## src/rtl/hazard_scoreboard.sv

```systemverilog
// hazard_scoreboard: GPR/HI-LO stall and D/E/M forwarding control over E/M/W shadow slots; define FWD_W2D_EN for W->D forwarding
module hazard_scoreboard #(
   parameter int REG_W    = 5,
   parameter int TN_W     = 2,
   parameter int MULT_LAT = 5,
   parameter int DIV_LAT  = 10,
   parameter int CNT_W    = 4
) (
   input  logic             clk,
   input  logic             reset_n,
   input  logic [REG_W-1:0] d_rs,
   input  logic [REG_W-1:0] d_rt,
   input  logic [TN_W-1:0]  d_tuse_rs,
   input  logic [TN_W-1:0]  d_tuse_rt,
   input  logic [REG_W-1:0] d_a3,
   input  logic             d_wen,
   input  logic [TN_W-1:0]  d_tnew,
   input  logic             d_md_start,
   input  logic             d_md_div,
   input  logic             d_md_use,
   output logic             stall,
   output logic [1:0]       fwd_d_rs,
   output logic [1:0]       fwd_d_rt,
   output logic [1:0]       fwd_e_rs,
   output logic [1:0]       fwd_e_rt,
   output logic [1:0]       fwd_m_rt,
   output logic             md_start,
   output logic             md_busy
);
   typedef struct packed {
      logic             vld;
      logic [REG_W-1:0] a3;
      logic [TN_W-1:0]  tnew;
   } prod_t;
   localparam logic [TN_W-1:0] NO_USE = TN_W'(3);
   prod_t d_p, e_p, m_p, w_p, wd_p;
   logic [REG_W-1:0] e_rs, e_rt, m_rt;
   logic e_md, e_div;
   logic [CNT_W-1:0] cnt;
   function automatic prod_t age(prod_t p);
      prod_t q;
      q = p;
      q.tnew = (p.tnew == '0) ? '0 : p.tnew - TN_W'(1);
      return q;
   endfunction
   // nearest matching producer decides: its code if ready, otherwise 0 (stall covers it)
   function automatic logic [1:0] pick(prod_t p, logic [1:0] code, logic [REG_W-1:0] s, logic [1:0] older);
      return (p.vld && p.a3 == s) ? ((p.tnew == '0) ? code : 2'd0) : older;
   endfunction
   function automatic logic late(prod_t p, logic [REG_W-1:0] s, logic [TN_W-1:0] u);
      return p.vld && p.a3 == s && p.tnew > u && u != NO_USE;
   endfunction
   assign d_p = '{vld: d_wen && d_a3 != '0, a3: d_a3, tnew: d_tnew};
`ifdef FWD_W2D_EN
   assign wd_p = w_p;
`else
   assign wd_p = '0;
`endif
   assign md_start = e_md;
   assign md_busy  = cnt != '0;
   assign stall = late(e_p, d_rs, d_tuse_rs) || late(m_p, d_rs, d_tuse_rs) ||
                  late(e_p, d_rt, d_tuse_rt) || late(m_p, d_rt, d_tuse_rt) ||
                  (d_md_use && (md_start || md_busy));
   assign fwd_d_rs = pick(e_p, 2'd1, d_rs, pick(m_p, 2'd2, d_rs, pick(wd_p, 2'd3, d_rs, 2'd0)));
   assign fwd_d_rt = pick(e_p, 2'd1, d_rt, pick(m_p, 2'd2, d_rt, pick(wd_p, 2'd3, d_rt, 2'd0)));
   assign fwd_e_rs = pick(m_p, 2'd2, e_rs, pick(w_p, 2'd3, e_rs, 2'd0));
   assign fwd_e_rt = pick(m_p, 2'd2, e_rt, pick(w_p, 2'd3, e_rt, 2'd0));
   assign fwd_m_rt = pick(w_p, 2'd3, m_rt, 2'd0);
   always_ff @(posedge clk or negedge reset_n)
      if (!reset_n) begin
         e_p   <= '0;
         m_p   <= '0;
         w_p   <= '0;
         e_rs  <= '0;
         e_rt  <= '0;
         m_rt  <= '0;
         e_md  <= 1'b0;
         e_div <= 1'b0;
         cnt   <= '0;
      end else begin
         e_p   <= stall ? '0 : d_p;
         e_rs  <= stall ? '0 : d_rs;
         e_rt  <= stall ? '0 : d_rt;
         e_md  <= !stall && d_md_start;
         e_div <= !stall && d_md_start && d_md_div;
         m_p   <= age(e_p);
         m_rt  <= e_rt;
         w_p   <= age(m_p);
         cnt   <= md_start ? (e_div ? CNT_W'(DIV_LAT) : CNT_W'(MULT_LAT)) : md_busy ? cnt - CNT_W'(1) : cnt;
      end
endmodule

```

## config.mk

```make
export PLATFORM = sky130hd
export DESIGN_NAME = hazard_scoreboard
export DESIGN_NICKNAME = d
export VERILOG_FILES = /design/src/rtl/hazard_scoreboard.sv
export SDC_FILE = /design/constraint.sdc
export NUM_CORES = 1
export LEC_CHECK = 0
export CORE_MARGIN = 10
export CORE_UTILIZATION = 65
export CTS_BUF_LIST = sky130_fd_sc_hd__clkbuf_4 sky130_fd_sc_hd__clkbuf_8
export CTS_CLUSTER_DIAMETER = 50
export CTS_CLUSTER_SIZE = 30
export DETAILED_ROUTE_END_ITERATION = 6
export DONT_BUFFER_PORTS = 1
export PLACE_DENSITY_LB_ADDON = 0.15
export SLEW_MARGIN = 20
export SYNTH_ARGS = -nofsm -noshare
export SYNTH_HDL_FRONTEND = slang
export SYNTH_SLANG_ARGS = --single-unit
```

## constraint.sdc

```tcl
create_clock -name clk -period 2.7 [get_ports clk]
set_clock_uncertainty 0.15 [all_clocks]
set_input_delay 0.27 -clock clk [delete_from_list [all_inputs] [get_ports clk]]
set_output_delay 0.27 -clock clk [all_outputs]
set_load 0.03 [all_outputs]
```

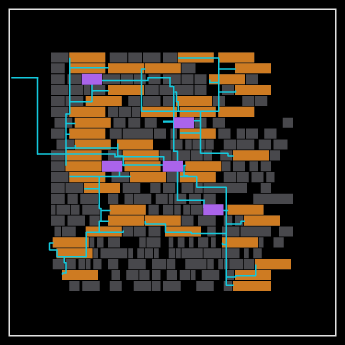
clock_map.png
(4 px per um)
Key: purple = cells driving clock nets [count 5]; orange = flip-flops [count 45]; cyan = clock wires [length 489 um]
There are 6 routed clock nets.
clock-net power: 0.000525 W
Clock Power Share: 0.273
clk_lat worst skew: 0.30 ns

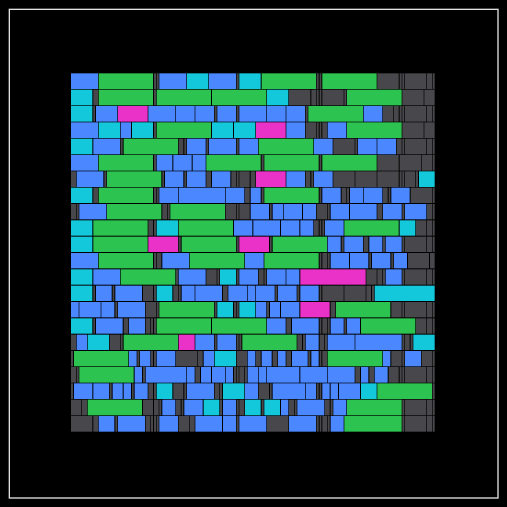
cell_classes.png
(6 px per um) Fill, decap, tap and diode cells in grey.
Key: blue = all other logic [cells 150]; magenta = clock drivers and dummy loads [cells 8]; green = flip-flops [cells 45]; cyan = other buffers and delay cells [cells 33]
design area: 2915 um2
Core Box Area: 3633 um2
utilization after layout: 0.8023
Row Count: 22
Seq area share: 0.3867

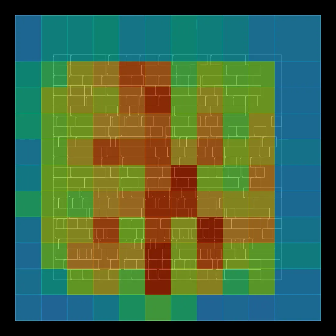
final_congestion.png
met2 usage: 0.3137
met3 usage in global routing: 0.05850
M1 GR Usage: 0.1988
GRT Util Overall: 0.1780
Wirelength per Cell: 18.99 um

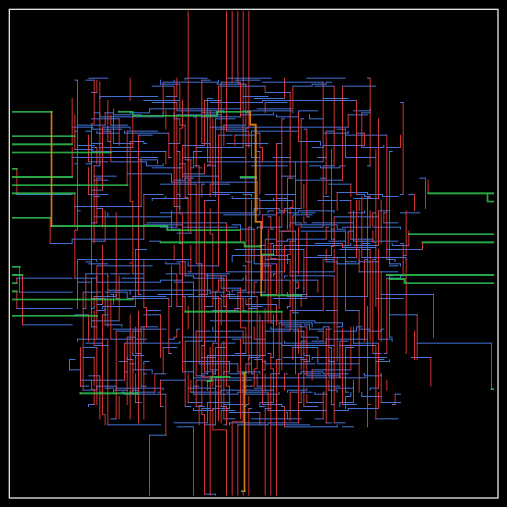
metal_stack.png
(6 px per um)
Key: red = met2 [wire length 2870 um]; blue = met1 [wire length 2140 um]; green = met3 [wire length 317 um]; orange = met4 [wire length 71.2 um]

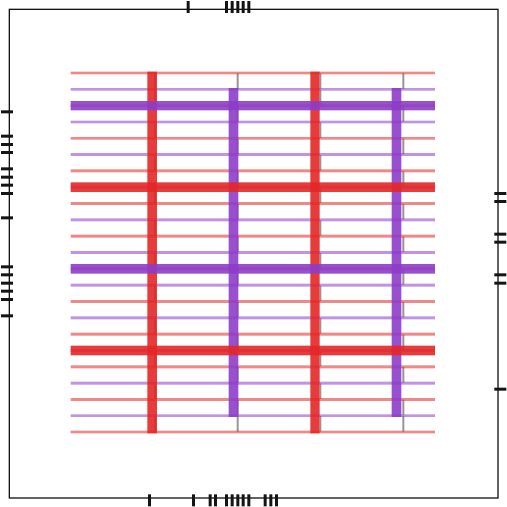
pdn.png
(6 px per um) Pins as bars on the die edge. Tap cells in grey.
Key: red = VSS; purple = VDD
48 tap cells. 4 straps on met5. The core has 22 rows. 40 signal pins sit on the boundary. 4 straps on met4.
Die Wd: 81.22 um
Chip Height: 81.22 um

==> qor.yml <==
finalSetupViolations: 0
slew_violations: 0
yosys-top-cells-count: "45 x dfrtp_1, 26 x xor2_1, 21 x xnor2_1"
yosys_cells: 200
via_count: 1620
cp_top_family: "AND-OR/OR-AND gates"
fin_nets: 272
peakVddDrop_uv: 540.6
cts.clk_slew.worst_paths_ns: 0.08
worst_pin_slew_ns: 0.5908
hp-class: "input port to flop"
synthDistinctLibCells: 42
postSynthSeqShare: 0.4622
drv_cap: 0
cp-end-kind: "output port"
ys.warnings.count: 0
slew_headroom: 0.6047
largestRegisters: "e_p: 8 flops, m_p: 8 flops, w_p: 8 flops"
finalHoldViolations: 0
power.leakage_nw: 1.319
synthArstFlopShare: 1.000
status: "complete, no violations"
grt_pass1_vias: 1797
-- cell type report --
class                   instances  area [um2]  area share
inverters                       8       32.53     0.01116
multi-input cells             142        1255      0.4305
repair buffers                 33       320.3      0.1099
flip-flops and latches         45        1127      0.3867
well taps                      48       60.06     0.02060
clock buffers                   6       82.58     0.02833
clock inverters                 2       37.54     0.01288
-- cells by family (layout without fill, tap and decap cells) --
logic type,count (synthesis),count (layout),share of synthesized area
simple gates,67,67,0.2245
xor+xnor,47,47,0.1690
buf+inv,13,49,0.03082
fa+ha+maj,10,10,0.05136
compound gates,18,18,0.06214
flops,45,45,0.4622
-- repair_timing --
item,4_1_cts,5_1_grt
endpoints found under the setup margin,1,1
pin swaps,0,2
gates resized,1,5
hold buffers,22,0
hold endpoints to repair,65,0
buffers inserted,0,3
No activity file was given, so power comes from the tool's default toggle rates.
